### Local utilization

12 x 12 tiles, from white (low) to dark blue (high), 0 to 100% covered.
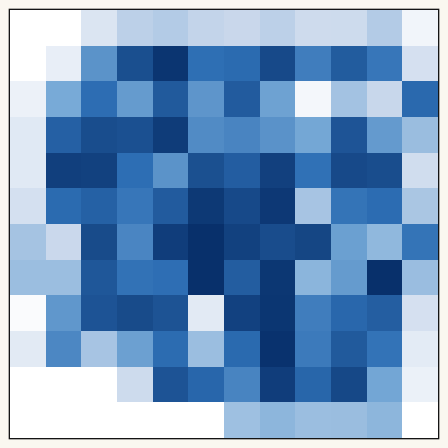
### Cell sizes after repair

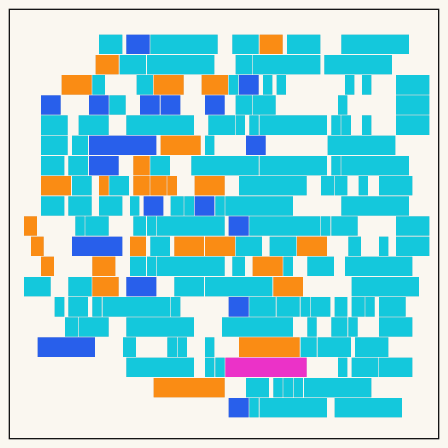
--- src/rtl/lod_pkg.sv ---
// rtl/lod_pkg.sv - shared helpers and types for the pipelined leading-one detector
package lod_pkg;

  function automatic int lod_pos_w(input int width);
    return $clog2(width);
  endfunction

  typedef struct packed {
    logic sign;
    logic zero;
  } lod_flags_t;

endpackage

--- src/rtl/lod_prio_enc.sv ---
// rtl/lod_prio_enc.sv - combinational priority encoder: index of highest set bit
module lod_prio_enc
  import lod_pkg::*;
#(
  parameter int WIDTH = 8,
  localparam int POS_W = lod_pos_w(WIDTH)
) (
  input  logic [WIDTH-1:0] mag,
  output logic [POS_W-1:0] pos,
  output logic             zero
);

  // Ascending scan so the highest set bit wins; pos stays 0 for an all-zero input.
  always_comb begin
    pos = '0;
    for (int i = 0; i < WIDTH; i++) begin
      if (mag[i]) pos = POS_W'(i);
    end
  end

  assign zero = ~|mag;

endmodule

--- src/rtl/lod_pipe.sv ---
// rtl/lod_pipe.sv - two-stage leading-one detector with valid/ready flow control
module lod_pipe
  import lod_pkg::*;
#(
  parameter int WIDTH  = 8,
  parameter int FRAC_W = WIDTH - 1,
  localparam int POS_W = lod_pos_w(WIDTH)
) (
  input  logic              clk,
  input  logic              rst_n,
  input  logic              in_valid,
  output logic              in_ready,
  input  logic [WIDTH-1:0]  in_data,
  input  logic              in_signed,
  output logic              out_valid,
  input  logic              out_ready,
  output logic              out_zero,
  output logic              out_sign,
  output logic [POS_W-1:0]  out_pos,
  output logic [FRAC_W-1:0] out_frac
);

  localparam logic [POS_W-1:0] TOP_POS = POS_W'(WIDTH - 1);
  localparam int DROP_W = WIDTH - 1 - FRAC_W;

  typedef struct packed {
    lod_flags_t       flags;
    logic [POS_W-1:0] pos;
    logic [WIDTH-1:0] mag;
  } s1_t;

  typedef struct packed {
    lod_flags_t        flags;
    logic [POS_W-1:0]  pos;
    logic [FRAC_W-1:0] frac;
  } s2_t;

  logic             s1_valid, s2_valid;
  s1_t              s1_q, s1_d;
  s2_t              s2_q, s2_d;
  logic             en1, en2;
  logic             in_neg;
  logic [WIDTH-1:0] in_mag;
  logic [POS_W-1:0] enc_pos;
  logic             enc_zero;
  logic [POS_W-1:0] shamt;

  assign en2      = !s2_valid || out_ready;
  assign en1      = !s1_valid || en2;
  assign in_ready = en1;

  assign in_neg = in_signed && in_data[WIDTH-1];
  assign in_mag = in_neg ? (~in_data + WIDTH'(1)) : in_data;

  lod_prio_enc #(.WIDTH(WIDTH)) u_prio_enc (
    .mag  (in_mag),
    .pos  (enc_pos),
    .zero (enc_zero)
  );

  always_comb begin
    s1_d            = '0;
    s1_d.flags.sign = in_neg;
    s1_d.flags.zero = enc_zero;
    s1_d.pos        = enc_pos;
    s1_d.mag        = in_mag;
  end

  // Shifting the leading one up to bit WIDTH-1 and then dropping it by the
  // truncating cast leaves the fraction left-aligned in the low FRAC_W bits.
  assign shamt = TOP_POS - s1_q.pos;

  always_comb begin
    s2_d       = '0;
    s2_d.flags = s1_q.flags;
    s2_d.pos   = s1_q.pos;
    s2_d.frac  = FRAC_W'((s1_q.mag << shamt) >> DROP_W);
  end

  always_ff @(posedge clk or negedge rst_n) begin
    if (!rst_n) begin
      s1_valid <= 1'b0;
      s2_valid <= 1'b0;
      s1_q     <= '0;
      s2_q     <= '0;
    end else begin
      if (en2) begin
        s2_valid <= s1_valid;
        s2_q     <= s2_d;
      end
      if (en1) begin
        s1_valid <= in_valid;
        s1_q     <= s1_d;
      end
    end
  end

  assign out_valid = s2_valid;
  assign out_zero  = s2_q.flags.zero;
  assign out_sign  = s2_q.flags.sign;
  assign out_pos   = s2_q.pos;
  assign out_frac  = s2_q.frac;

endmodule

--- config.mk ---
export PLATFORM = sky130hd
export DESIGN_NAME = lod_pipe
export DESIGN_NICKNAME = d
export VERILOG_FILES = /design/src/rtl/lod_pkg.sv /design/src/rtl/lod_prio_enc.sv /design/src/rtl/lod_pipe.sv
export SDC_FILE = /design/constraint.sdc
export NUM_CORES = 1
export LEC_CHECK = 0
export ABC_AREA = 0
export CAP_MARGIN = 40
export CORE_UTILIZATION = 46
export DETAILED_ROUTE_END_ITERATION = 8
export GPL_TIMING_DRIVEN = 0
export PLACE_DENSITY = 0.75
export RECOVER_POWER = 25
export REMOVE_ABC_BUFFERS = 1
export SYNTH_ARGS = -nofsm -noshare
export SYNTH_HDL_FRONTEND = slang
export SYNTH_HIERARCHICAL = 1
export SYNTH_SLANG_ARGS = --single-unit
--- constraint.sdc ---
create_clock -name clk -period 1.46 [get_ports clk]
set_input_delay 0.146 -clock clk [delete_from_list [all_inputs] [get_ports clk]]
set_output_delay 0.146 -clock clk [all_outputs]
set_load 0.02 [all_outputs]
==> reports/summary.rpt <==
==================================================================================
Area taken by multi-input logic gates                                    786 sq um
Internal Pwr Total                                                       0.00145 W
Count of final hold-check violations                                             0
Detailed-route wire length                                                 3.05 mm
Max Fanout on Critical Path                                                      2
Timing endpoint of the critical path                                   out_frac[1]
Share of cells above drive strength 1                                        0.257
Post-cts gate resize count                                                      40
Family of cells with the greatest summed delay on the critical path   buffers and inverters
CTS Buf Count                                                                    3
Net switching power                                                     0.000653 W
Met2 Resource Use GR                                                         0.362
Distinct cell type count after synthesis                                        41
Number of clock buffer instances in the layout                                   3
Comb area leader                                                      simple AND/OR/NAND/NOR gates
Startpoint of the worst hold path                                       in_data[4]
Relative slew slack                                                          0.514
Summed negative setup slack over all endpoints                                0 ns
Element type at the critical path start                                       flop
Final instance area                                                   0.00189 sq mm
Register bit total from synthesis                                               26
Number of stages on the worst hold path                                          3
Standard cell area after detailed placement                           0.00171 sq mm
Relative contribution of combinational cells to total power                  0.319
Final-layout clock-cell area share                                          0.0278
Number of antenna repair diodes                                                  0
Largest area contributor in the netlist                               sky130_fd_sc_hd__dfrtp_1
Ys flop type                                                          sky130_fd_sc_hd__dfrtp_1
Number of instances in the synthesized netlist                                 143
Logic depth of the worst register-to-register path                               4
Number of clock sinks seen by CTS                                               26
Destination of the worst hold path                                    s1_q[4]$_DFFE_PN0P_
Peak VDD IR                                                               0.451 mV
Power of the sequential group                                           0.000933 W
Synth mux share                                                              0.152
Combinational-cell power consumption                                    0.000670 W
Minimum setup slack after placement                                      -0.951 ns
Yosys cell count                                                               143
DRC violation count after routing                                                3
Max FFs per register                                                            12
Layout buffer count excluding clock buffers                                     35
Fin crit period                                                            1.44 ns
Post-synthesis simple-gate area fraction                                     0.209
RR Startpoint                                                         out_valid$_DFFE_PN0P_
Post-synthesis share of cell area spent on xor and xnor gates               0.0246
Clock tree buffer depth                                                          2
Top routing layer used                                                        met4
Via count of the routed design                                                1179
Count of sequential standard cells                                              26
Final weighted congestion in routability-driven placement                    0.800
Post-synth tally of flip-flops with integrated enable                            0
Avg Cell Area, Syn                                                      9.97 sq um
Power per standard cell area                                          1110 mW/mm^2
Area of the mapped netlist                                            0.00143 sq mm
Total instance count after detailed placement                                  194
Sw Ratio                                                                     0.311
FF/Latch Area                                                            652 sq um
CTS tree                                                                       yes
Largest net degree at the start of global routing                               18
Met1 Wirelength                                                            1.26 mm
GR met3 Demand/Resource                                                     0.0268
Clock latency of the later-clocked register in the worst-skew pair         0.32 ns
Max-slew violation total from the final report                                   0
Type of the tightest min-delay check                                  primary input to flop
Share of the synthesized area in the top cell type                           0.456
Worst Tran Pin Value                                                      0.728 ns
Total power after layout                                                 0.00210 W
Worst Slack Setup Final                                                  0.0222 ns
Max stage delay cell, worst path                                      sky130_fd_sc_hd__clkdlybuf4s50_1
Failing checks                                                        design-rule violations
Met2 layer wire length in the routed design                                1.62 mm
Async set-reset flop share out of synthesis                                   1.00
Post-Synth Adder-Cell Area                                                 0.00877
Worst reg2reg path endpoint                                           s1_q[5]$_DFFE_PN0P_
Nature of the critical path endpoint                                   output port
Post-detailed-placement half-perimeter wirelength                          2.20 mm
Die outline height                                                    57.7 microns
Number of hold-repair buffers added at the cts stage                             0
Stage delay of the slowest cell on the critical path                       0.60 ns
Compound-gate portion of the synthesized area                                0.106
Largest contributor to cell area by class                             multi-input combinational cells
Width of the die                                                      57.7 microns
Post-CTS setup buffer count                                                      3
Post-layout util                                                             0.662
Count of buffers from port buffering                                            26
CP Buf/Inv Count                                                                 1
Power in the clock group                                                0.000497 W
Count of warning messages emitted by the tools                                  26
Met1 capacity usage during global routing                                    0.237
Share of total power in sequential cells                                     0.444
Vias per std cell                                                             5.72
Library cell used as clock root buffer                                sky130_fd_sc_hd__clkbuf_4
Non-clock inverter total of the final layout                                     5
Top logic cells by instance count in the layout                       31 x sky130_fd_sc_hd__nand2_1, 25 x sky130_fd_sc_hd__dfrtp_1, 11 x sky130_fd_sc_hd__dlymetal6s2s_1
Global-route usage over all layers                                           0.200
Initial antenna violation count                                                  0
Required time of the worst setup path                                      1.31 ns
Final non-clock buffer share                                                 0.178
Chip area line of the yosys report                                    0.00143 sq mm
RSZ-0062 raised after global routing                                           yes
Relative area change from synthesis to final layout                          32.5%
Total number of cells along the worst setup path                                 1
Cycle use final                                                              0.985
Hold_ws                                                                   0.150 ns
Multi-input combinational cell count                                           105
Cell types with the largest area share after synthesis                sky130_fd_sc_hd__dfrtp_1 46%, sky130_fd_sc_hd__nand2_1 8.7%, sky130_fd_sc_hd__mux2_2 6.3%, sky130_fd_sc_hd__mux4_1 3.7%, sky130_fd_sc_hd__mux2i_1 2.8%
Result of the run                                                     complete, but fails checks
Most common cell after layout, fill and taps aside                    sky130_fd_sc_hd__nand2_1
Lkg Pwr                                                                   0.940 nW
Skew final                                                              0.00156 ns
Critical path startpoint                                              out_frac[1]$_DFFE_PN0P_
Most Crowded Layer GR                                                         met2
==================================================================================
## Picture notes: 'Local utilization'
nearly empty tiles: 9.0%
tiles over 75% full: 38%
mean over tiles: 56%
densest ninth of the die: center

## Picture notes: 'Cell sizes after repair'
legend:
  drive 6 and up:
    color: magenta
    cells: 1
    share: 0.57%
    most_used: bufinv_16
  drive 3 to 4:
    color: blue
    cells: 18
    share: 10%
    most_used: buf_4
  drive 2:
    color: orange
    cells: 26
    share: 15%
    most_used: mux2_2
  drive 1 or less:
    color: cyan
    cells: 130
    share: 74%
    most_used: nand2_1

Power is estimated from default activity; no workload was simulated.
